### src/rtl/dma_bus_arbiter_if.sv
// Bus-side signal bundle for the DMA bus arbiter.
// The master modport is the grant-issuing side (the arbiter).
// The slave modport is the requester/bus side that drives requests
// and transaction strobes.
interface dma_bus_arbiter_if #(
   parameter int NrOfMasters = 4
);
   logic [NrOfMasters-1:0] request;
   logic [NrOfMasters-1:0] granted;
   logic                   begin_transactionIN;
   logic                   end_transactionIN;
   logic                   errorIN;
   logic                   errorOUT;
   logic                   bus_idle;

   modport master (
      input  request,
      input  begin_transactionIN,
      input  end_transactionIN,
      input  errorIN,
      output granted,
      output errorOUT,
      output bus_idle
   );

   modport slave (
      output request,
      output begin_transactionIN,
      output end_transactionIN,
      output errorIN,
      input  granted,
      input  errorOUT,
      input  bus_idle
   );
endinterface

### src/rtl/dma_bus_arbiter.sv
// Round-robin DMA bus arbiter.
// It grants one master at a time. A begin-timeout limits how long a grant
// may sit unused. A watchdog limits how long one transaction may run.
// All outputs are registered. After every grant there is a RELEASE cycle
// and then an IDLE cycle.
module dma_bus_arbiter #(
   parameter int NrOfMasters    = 4,
   parameter int BeginTimeout   = 16,
   parameter int WatchdogCycles = 256
) (
   input logic               clock,
   input logic               reset,
   dma_bus_arbiter_if.master bus
);
   localparam int LgW = $clog2(NrOfMasters);
   localparam int BcW = (BeginTimeout > 1) ? $clog2(BeginTimeout) : 1;
   localparam int WdW = (WatchdogCycles > 1) ? $clog2(WatchdogCycles) : 1;
   localparam logic [BcW-1:0] BcLast   = BcW'(BeginTimeout - 1);
   localparam logic [WdW-1:0] WdLast   = WdW'(WatchdogCycles - 1);
   localparam logic [LgW-1:0] LastInit = LgW'(NrOfMasters - 1);

   typedef enum logic [1:0] {
      IDLE,
      GRANT,
      BUSY,
      RELEASE
   } state_t;

   state_t                 state;
   logic [LgW-1:0]         last_grant;
   logic [LgW-1:0]         sel_idx;
   logic [LgW-1:0]         cand;
   logic                   sel_found;
   logic [NrOfMasters-1:0] sel_onehot;
   logic [BcW-1:0]         begin_cnt;
   logic [WdW-1:0]         wd_cnt;

   // Round-robin pick: scan from last_grant+1 with wraparound; the first requester found wins
   always_comb begin
      sel_idx    = last_grant;
      sel_found  = 1'b0;
      cand       = '0;
      sel_onehot = '0;
      for (int unsigned i = 1; i <= NrOfMasters; i++) begin
         cand = LgW'((32'(last_grant) + i) % NrOfMasters);
         if (!sel_found && bus.request[cand]) begin
            sel_idx   = cand;
            sel_found = 1'b1;
         end
      end
      sel_onehot[sel_idx] = 1'b1;
   end

   // Arbiter FSM with registered grant/error/idle outputs; last_grant doubles as the grantee index
   always_ff @(posedge clock or posedge reset) begin
      if (reset) begin
         state        <= IDLE;
         bus.granted  <= '0;
         bus.errorOUT <= 1'b0;
         bus.bus_idle <= 1'b1;
         last_grant   <= LastInit;
         begin_cnt    <= '0;
         wd_cnt       <= '0;
      end else begin
         bus.errorOUT <= 1'b0;
         case (state)
            IDLE: begin
               if (sel_found) begin
                  state        <= GRANT;
                  bus.granted  <= sel_onehot;
                  bus.bus_idle <= 1'b0;
                  last_grant   <= sel_idx;
                  begin_cnt    <= '0;
               end else begin
                  bus.granted <= '0;
               end
            end
            GRANT: begin
               if (bus.errorIN) begin
                  state       <= RELEASE;
                  bus.granted <= '0;
               end else if (bus.begin_transactionIN) begin
                  state  <= BUSY;
                  wd_cnt <= '0;
               end else if (!bus.request[last_grant] || begin_cnt == BcLast) begin
                  state       <= RELEASE;
                  bus.granted <= '0;
               end else begin
                  begin_cnt <= begin_cnt + 1'b1;
               end
            end
            BUSY: begin
               // end_transactionIN is checked before the watchdog, so a coincident end suppresses the error pulse
               if (bus.errorIN || bus.end_transactionIN) begin
                  state       <= RELEASE;
                  bus.granted <= '0;
               end else if (wd_cnt == WdLast) begin
                  state        <= RELEASE;
                  bus.granted  <= '0;
                  bus.errorOUT <= 1'b1;
               end else begin
                  wd_cnt <= wd_cnt + 1'b1;
               end
            end
            RELEASE: begin
               state        <= IDLE;
               bus.granted  <= '0;
               bus.bus_idle <= 1'b1;
            end
            default: begin
               state        <= IDLE;
               bus.granted  <= '0;
               bus.bus_idle <= 1'b1;
            end
         endcase
      end
   end
endmodule

### src/flat_wrapper.sv
// flat-port wrapper written by rule: the top's interface ports become plain ports
module dma_bus_arbiter_flat 
#(
   parameter int NrOfMasters    = 4,
   parameter int BeginTimeout   = 16,
   parameter int WatchdogCycles = 256
)
  (clock, reset, bus_request, bus_begin_transactionIN, bus_end_transactionIN, bus_errorIN, bus_granted, bus_errorOUT, bus_bus_idle);
  dma_bus_arbiter_if #(.NrOfMasters(NrOfMasters)) bus_i ();
  input logic clock;
  input logic reset;
  input wire logic [$bits(bus_i.request)-1:0] bus_request;
  input wire logic [$bits(bus_i.begin_transactionIN)-1:0] bus_begin_transactionIN;
  input wire logic [$bits(bus_i.end_transactionIN)-1:0] bus_end_transactionIN;
  input wire logic [$bits(bus_i.errorIN)-1:0] bus_errorIN;
  output wire logic [$bits(bus_i.granted)-1:0] bus_granted;
  output wire logic [$bits(bus_i.errorOUT)-1:0] bus_errorOUT;
  output wire logic [$bits(bus_i.bus_idle)-1:0] bus_bus_idle;
  assign bus_i.request = bus_request;
  assign bus_i.begin_transactionIN = bus_begin_transactionIN;
  assign bus_i.end_transactionIN = bus_end_transactionIN;
  assign bus_i.errorIN = bus_errorIN;
  assign bus_granted = bus_i.granted;
  assign bus_errorOUT = bus_i.errorOUT;
  assign bus_bus_idle = bus_i.bus_idle;
  dma_bus_arbiter #(.NrOfMasters(NrOfMasters), .BeginTimeout(BeginTimeout), .WatchdogCycles(WatchdogCycles)) u_core (.clock(clock), .reset(reset), .bus(bus_i));
endmodule
### config.mk
export PLATFORM = sky130hd
export DESIGN_NAME = dma_bus_arbiter_flat
export DESIGN_NICKNAME = d
export VERILOG_FILES = /design/src/rtl/dma_bus_arbiter_if.sv /design/src/rtl/dma_bus_arbiter.sv /design/src/flat_wrapper.sv
export SDC_FILE = /design/constraint.sdc
export NUM_CORES = 1
export LEC_CHECK = 0
export ABC_AREA = 0
export CORE_ASPECT_RATIO = 0.6
export CORE_MARGIN = 1
export CORE_UTILIZATION = 60
export DETAILED_ROUTE_END_ITERATION = 12
export GPL_TIMING_DRIVEN = 1
export PLACE_DENSITY_LB_ADDON = 0.15
export SETUP_SLACK_MARGIN = 0.1
export SLEW_MARGIN = 5
export SYNTH_ARGS = -nofsm -noshare
export SYNTH_HDL_FRONTEND = slang
export SYNTH_SLANG_ARGS = --single-unit
### constraint.sdc
create_clock -name clock -period 2.9 [get_ports clock]
set_clock_uncertainty 0.1 [all_clocks]
set_input_delay 0.435 -clock clock [delete_from_list [all_inputs] [get_ports clock]]
set_output_delay 0.435 -clock clock [all_outputs]
set_load 0.01 [all_outputs]
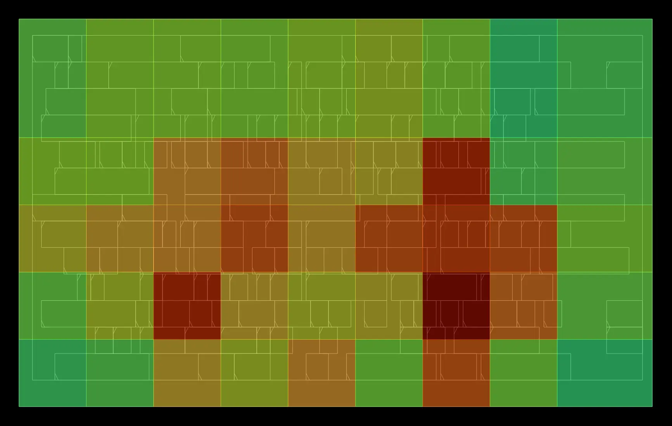
Fig. 1. Track usage over the die (run 1).
Routed WL per cell: 16.7 µm
met1 usage: 38.6%
GR Util met2: 47.9%
met3 Track Usage GR: 8.72%
busiest grt layer: met2

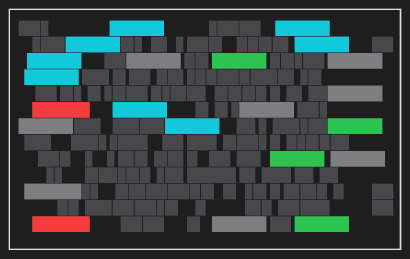
Fig. 2. Register map, names as in the netlist (run 1).
Scale: 6 px per µm. Other sequential cells in the stronger grey, the rest of the logic in the fainter grey.
- green: `u_core.begin_cnt` (sequential cells 4)
- cyan: `u_core.wd_cnt` (sequential cells 8)
- red: `u_core.last_grant` (sequential cells 2)
- not coloured: 8
sequential cell area: 554 µm²
post-layout util: 74.3%

==> Slide: Implementation Results, run 1 <==
Key Metrics from the Run

Detailed routing
  – Detailed Route WL: 3290 µm
  – Met2 Wirelength: 1480 µm
  – Highest routed layer: met4

Hold path
  – HP Class: flip-flop to flip-flop

Clock network
  – CTS tree: done
  – Num CTS Buffers: 3

Cells and area
  – Nets: 184
  – Clock-cell share of area: 2.74%
  – Largest class: multi-input combinational cells

Outcome
  – Outcome: complete, no violations

Logic synthesis
  – AO/OA Area Share: 18.0%
  – Synth Seq Share: 38.9%
  – Simple-Gate Area Share: 25.3%
  – Post-synthesis net count: 167
  – Syn avg cell area: 9.45 µm²
  – Netlist Area Pre-Place: 1430 µm²
  – Yosys warning tally: 0
  – Flops after synth: 22
  – Main flop type after synthesis: dfrtp_1

Floorplan
  – Row Count: 13
  – CORE AREA: 2210 µm²
  – Num ports: 15

Critical path
  – Critical Path Max Stage Delay: 0.92 ns
  – Critical Path Source Type: flip-flop
  – Max FO, Critical Path: 12
  – CP Depth: 6
  – Crit end category: flip-flop
  – Crit-path most repeated cell: inv_1
  – Flop2flop setup slack: 0.30 ns

Global routing
  – Global route overflow: 0

STA
  – RSZ-0062 raised after global routing: false
  – Final period utilization: 89.5%

Power and ir drop
  – Largest power group: combinational logic
  – Switching power: 0.535 mW
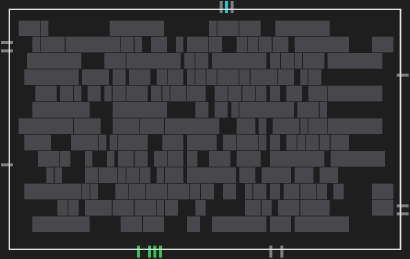
Fig. 3. Ports around the boundary (run 1).
Scale: 6 px per µm. Pins as bars across the die edge, other pins in grey.
- cyan: `bus_begin_transactionIN` (pins 1; direction input; edge top)
- green: `bus_request` (pins 4; direction input; edge bottom)
- all pins by edge: 6 bottom, 3 top, 3 left, 3 right
Die Ht: 39.8 µm
Die Wd: 64.9 µm

[run 1: stage by stage]
step / hold slack [ns] / instance area [µm²] / instances
after CTS: 0.420 / 1640 / 197
final: 0.419 / 1640 / 197
after floorplan: 0.322 / 1430 / 151
after global routing: 0.480 / 1640 / 197
after detailed placement: 0.405 / 1600 / 193
after global placement: 0.394 / 1600 / 193
[run 1: synthesized netlist by cell type, drive strengths merged, types with 3 or more instances]
cell type	count	area (µm²)
dfrtp	19	475
nand2	14	52.6
o21ai	13	65.1
nand2b	11	76.3
inv	8	30.0
ha	7	87.6
mux2i	7	70.1
nor2	6	22.5
nand3	5	25.0
nor2b	5	31.3
o31ai	5	37.5
a21oi	4	20.0
nor3	4	25.0
dfstp	3	78.8
or3	3	18.8
==> run 1 -> run 2 <==
--- a/config.mk
+++ b/config.mk
@@ -8,8 +8,10 @@
 export ABC_AREA = 0
 export CORE_ASPECT_RATIO = 0.6
 export CORE_MARGIN = 1
-export CORE_UTILIZATION = 60
+export CORE_UTILIZATION = 62
+export CTS_BUF_LIST = sky130_fd_sc_hd__clkbuf_8
 export DETAILED_ROUTE_END_ITERATION = 12
+export DONT_BUFFER_PORTS = 1
 export GPL_TIMING_DRIVEN = 1
 export PLACE_DENSITY_LB_ADDON = 0.15
 export SETUP_SLACK_MARGIN = 0.1
==> constraint.sdc (replaced) <==
create_clock -name clock -period 3 [get_ports clock]
set_clock_uncertainty 0.1 [all_clocks]
set_input_delay 0.45 -clock clock [delete_from_list [all_inputs] [get_ports clock]]
set_output_delay 0.45 -clock clock [all_outputs]
set_load 0.01 [all_outputs]
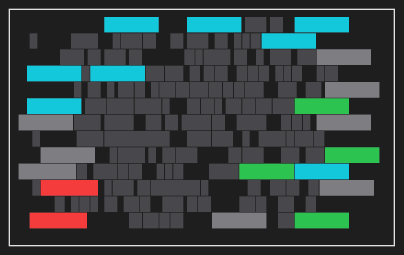
Fig. 4. Register map, names as in the netlist (run 2).
Scale: 6 px per µm. Other sequential cells in the stronger grey, the rest of the logic in the fainter grey.
- green: `u_core.begin_cnt` (sequential cells 4)
- red: `u_core.last_grant` (sequential cells 2)
- cyan: `u_core.wd_cnt` (sequential cells 8)

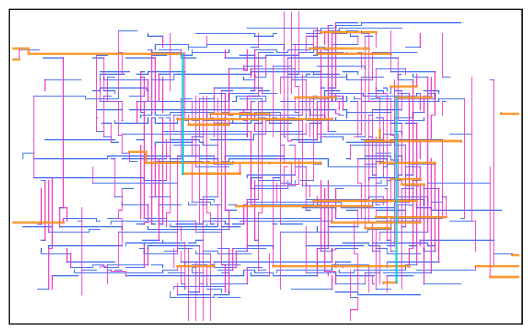
Fig. 5. Signal wires by layer (run 2).
Scale: 8 px per µm.
- magenta: met2 (wire length 1420 µm)
- cyan: met4 (wire length 38.1 µm)
- blue: met1 (wire length 1470 µm)
- orange: met3 (wire length 243 µm)

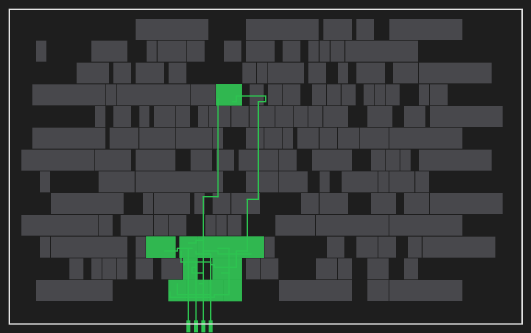
Fig. 6. I/O nets highlighted (run 2).
Scale: 8 px per µm.
- green: `bus_request` (direction input; end cells 10; buffers 0; wire 133 µm)

==> run 2 against run 1 <==
  * Sequential cell count unchanged
  * Largest power group unchanged
  * Die size fell by 3.1%
  * Critical path depth decreased by 1
  * Hold slack lost 0.31 ns
  * Clock-buffer cell count shrank 1
  * Synthesized cell count is the same
  * Total power decreased by 1.4%
  * Cell area fell by 7.4%
  * First-iteration DRC count up 3.7%
  * Non-clock buffer count decreased by 15
==> Slide: Implementation Results, run 2 <==
Key Metrics from the Run

Outcome
  – Outcome: complete, no violations

STA
  – Fin. max-slew vios: 0

Placement
  – Dpl cells: 178
  – Cell area after placement: 1450 µm²

Critical path
  – Crit end category: flip-flop
  – Flop2flop setup slack: 0.54 ns
  – Crit-path most repeated cell: inv_1
  – CP Depth: 5
  – Critical Path Max Stage Delay: 0.87 ns
  – Max FO, Critical Path: 12

Power and ir drop
  – Share of power burned in registers: 37.8%
  – Largest power group: combinational logic
  – Switching power: 0.504 mW

Logic synthesis
  – Synth top cells by count: dfrtp_1, nand2_1, nand2b_1, o21ai_0, inv_1
  – Syn avg cell area: 9.45 µm²
  – Flops after synth: 22
  – Synth top cell by count: dfrtp_1
  – Synth top area cells: dfrtp_1, ha_1, dfstp_2
  – Yosys warning tally: 0
  – Synth Seq Share: 38.9%
  – Netlist Area Pre-Place: 1430 µm²
  – Leading area contributor after synthesis: dfrtp_1
  – Post-synthesis net count: 167
  – Main flop type after synthesis: dfrtp_1

Floorplan
  – Row Count: 13
  – CORE AREA: 2160 µm²
  – Die Wd: 63.9 µm
  – Num ports: 15
  – Die Ht: 39.2 µm
  – Number of well taps: 30

Cells and area
  – Largest regs: u_core.wd_cnt (8), u_core.begin_cnt (4), u_core.bus.granted (4)
  – Post-layout util: 70.3%
  – Clock-cell share of area: 4.69%
  – Nets: 169
  – Sequential cell area: 554 µm²
  – Fin area: 1520 µm²
  – Final non-filler cell total: 182
  – Largest class: multi-input combinational cells

Global routing
  – Largest net degree at the start of global routing: 23

Clock network
  – Num CTS Buffers: 3
  – CTS tree: done

Detailed routing
  – Routed WL per cell: 17.4 µm
  – Detailed Route WL: 3170 µm
==> run 2: cell families after synthesis <==
| family | after synthesis | synth area share, % |
|---|---|---|
| compound gates | 38 | 18.0 |
| xor+xnor | 1 | 0.614 |
| fa+ha+maj | 7 | 6.14 |
| buf+inv | 11 | 3.07 |
| flops | 22 | 38.9 |
| mux | 10 | 8.07 |
| simple gates | 62 | 25.3 |
==> run 2: worst reg2reg max path, cell delays in order (launching register included) <==
cell and delay [ns]:
dfrtp_1 0.41, inv_1 0.13, ha_1 0.38, inv_1 0.18, o21ai_0 0.87, a21boi_0 0.31
==> run 2: metal layers <==
layer	GRT usage [%]	wire, µm	up-vias
met3	7.06	243	4
li1	-	-	555
met5	0	0	-
met1	40.4	1470	555
met2	48.7	1420	57
met4	6.25	38	0
==> run 2 -> run 3 <==
--- a/config.mk
+++ b/config.mk
@@ -8,7 +8,7 @@
 export ABC_AREA = 0
 export CORE_ASPECT_RATIO = 0.6
 export CORE_MARGIN = 1
-export CORE_UTILIZATION = 62
+export CORE_UTILIZATION = 59
 export CTS_BUF_LIST = sky130_fd_sc_hd__clkbuf_8
 export DETAILED_ROUTE_END_ITERATION = 12
 export DONT_BUFFER_PORTS = 1
==> constraint.sdc (replaced) <==
create_clock -name clock -period 2.02 [get_ports clock]
set_clock_uncertainty 0.1 [all_clocks]
set_input_delay 0.303 -clock clock [delete_from_list [all_inputs] [get_ports clock]]
set_output_delay 0.303 -clock clock [all_outputs]
set_load 0.01 [all_outputs]
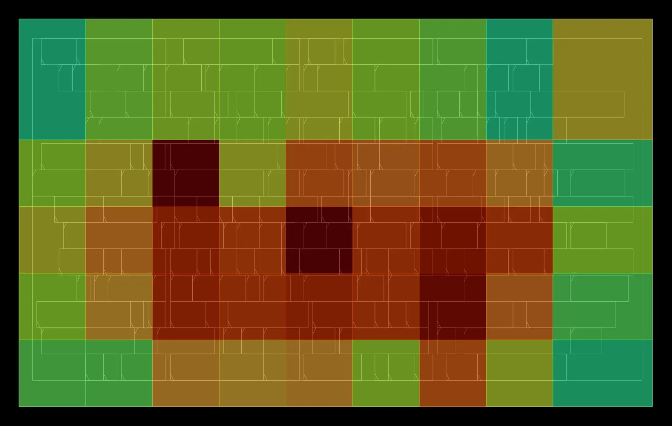
Fig. 7. Track usage over the die (run 3).
post-layout util: 84.3%
met1 usage: 38.6%

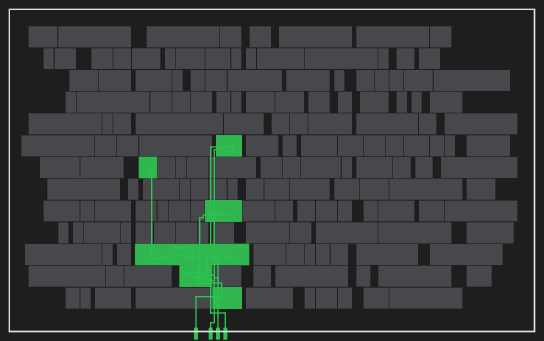
Fig. 8. I/O nets highlighted (run 3).
Scale: 8 px per µm.
- green: `bus_request` (direction input; end cells 10; buffers 0; wire 122 µm)
I/O Buffers: 0
num ports: 15

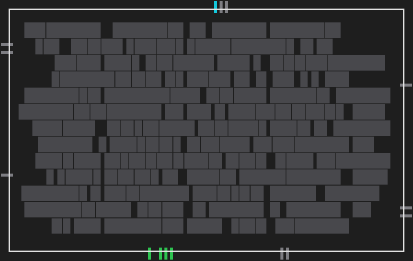
Fig. 9. Ports around the boundary (run 3).
Scale: 6 px per µm. Pins as bars across the die edge, other pins in grey.
- green: `bus_request` (pins 4; direction input; edge bottom)
- cyan: `bus_begin_transactionIN` (pins 1; direction input; edge top)

==> run 3 against run 2 <==
  * Synthesized cell count unchanged
  * Via count rose by 22%
  * Combinational power up 140%
  * Fmax rose by 22%
  * Final cell count increased by 12%
  * Critical path type unchanged
  * Largest cell class unchanged
==> Slide: Implementation Results, run 3 <==
Key Metrics from the Run

Critical path
  – Critical Path Max Stage Delay: 0.55 ns
  – Flop2flop setup slack: 0.006 ns
  – Crit end category: flip-flop
  – CP Depth: 4
  – Max FO, Critical Path: 5
  – Critical Path Source Type: flip-flop

Logic synthesis
  – Synth top cell by count: dfrtp_1
  – Netlist Area Pre-Place: 1430 µm²
  – Flops after synth: 22
  – Synth Seq Share: 38.9%
  – Synth top cells by count: dfrtp_1, nand2_1, nand2b_1, o21ai_0, inv_1
  – XORs/XNORs by Area: 0.614%
  – Post-synthesis net count: 167
  – AO/OA Area Share: 18.0%
  – Synth mux share: 8.07%
  – Syn avg cell area: 9.45 µm²
  – Leading area contributor after synthesis: dfrtp_1
  – Yosys warning tally: 0

Global routing
  – Global route overflow: 0
  – Largest net degree at the start of global routing: 23

Power and ir drop
  – Share of power burned in registers: 29.8%
  – Switching power: 0.994 mW
  – Largest power group: combinational logic

STA
  – Fin. max-slew vios: 0
  – Hold slack: 0.148 ns
  – RSZ-0062 raised after global routing: true

Clock network
  – Num CTS Buffers: 3
  – CTS tree: done

Detailed routing
  – Detailed Route WL: 4380 µm
  – Routed WL per cell: 21.5 µm

Floorplan
  – CORE AREA: 2230 µm²
  – Row Count: 13
  – Die Ht: 40.1 µm
  – Die Wd: 65.5 µm

Hold path
  – HP Class: input port to flip-flop

Placement
  – Cell area after placement: 1570 µm²

Outcome
  – Outcome: complete, no violations

Cells and area
  – Final non-filler cell total: 204
  – Largest regs: u_core.wd_cnt (8), u_core.begin_cnt (4), u_core.bus.granted (4)
  – Sequential cell area: 557 µm²
  – Nets: 191
-- run 3: netlist changes by cell type in the layout (fill, tap and decap cells not counted), moves of 3 or more --
cell     delta
o21ai_2     +3
o31ai_4     +3
o31ai_1     -5
o21ai_0     -3
buf_4      +19
-- run 3: layout make-up --
| cell class | instances | share of cell area, % |
|---|---|---|
| Clock inverter | 1 | 1.60 |
| Tap cell | 30 | 2.00 |
| Timing Repair Buffer | 22 | 9.33 |
| Sequential cell | 22 | 29.6 |
| Multi-Input combinational cell | 118 | 53.5 |
| Clock buffer | 3 | 2.20 |
| Inverter | 8 | 1.73 |
-- run 3: layer usage --
layer	share of wire, %	global-route usage, %	up-vias
met1	39	38.6	671
li1	-	-	600
met2	44	48.7	116
met5	0	0	-
met4	5.1	16.8	0
met3	13	7.10	37
Power and IR drop assume default switching activity.
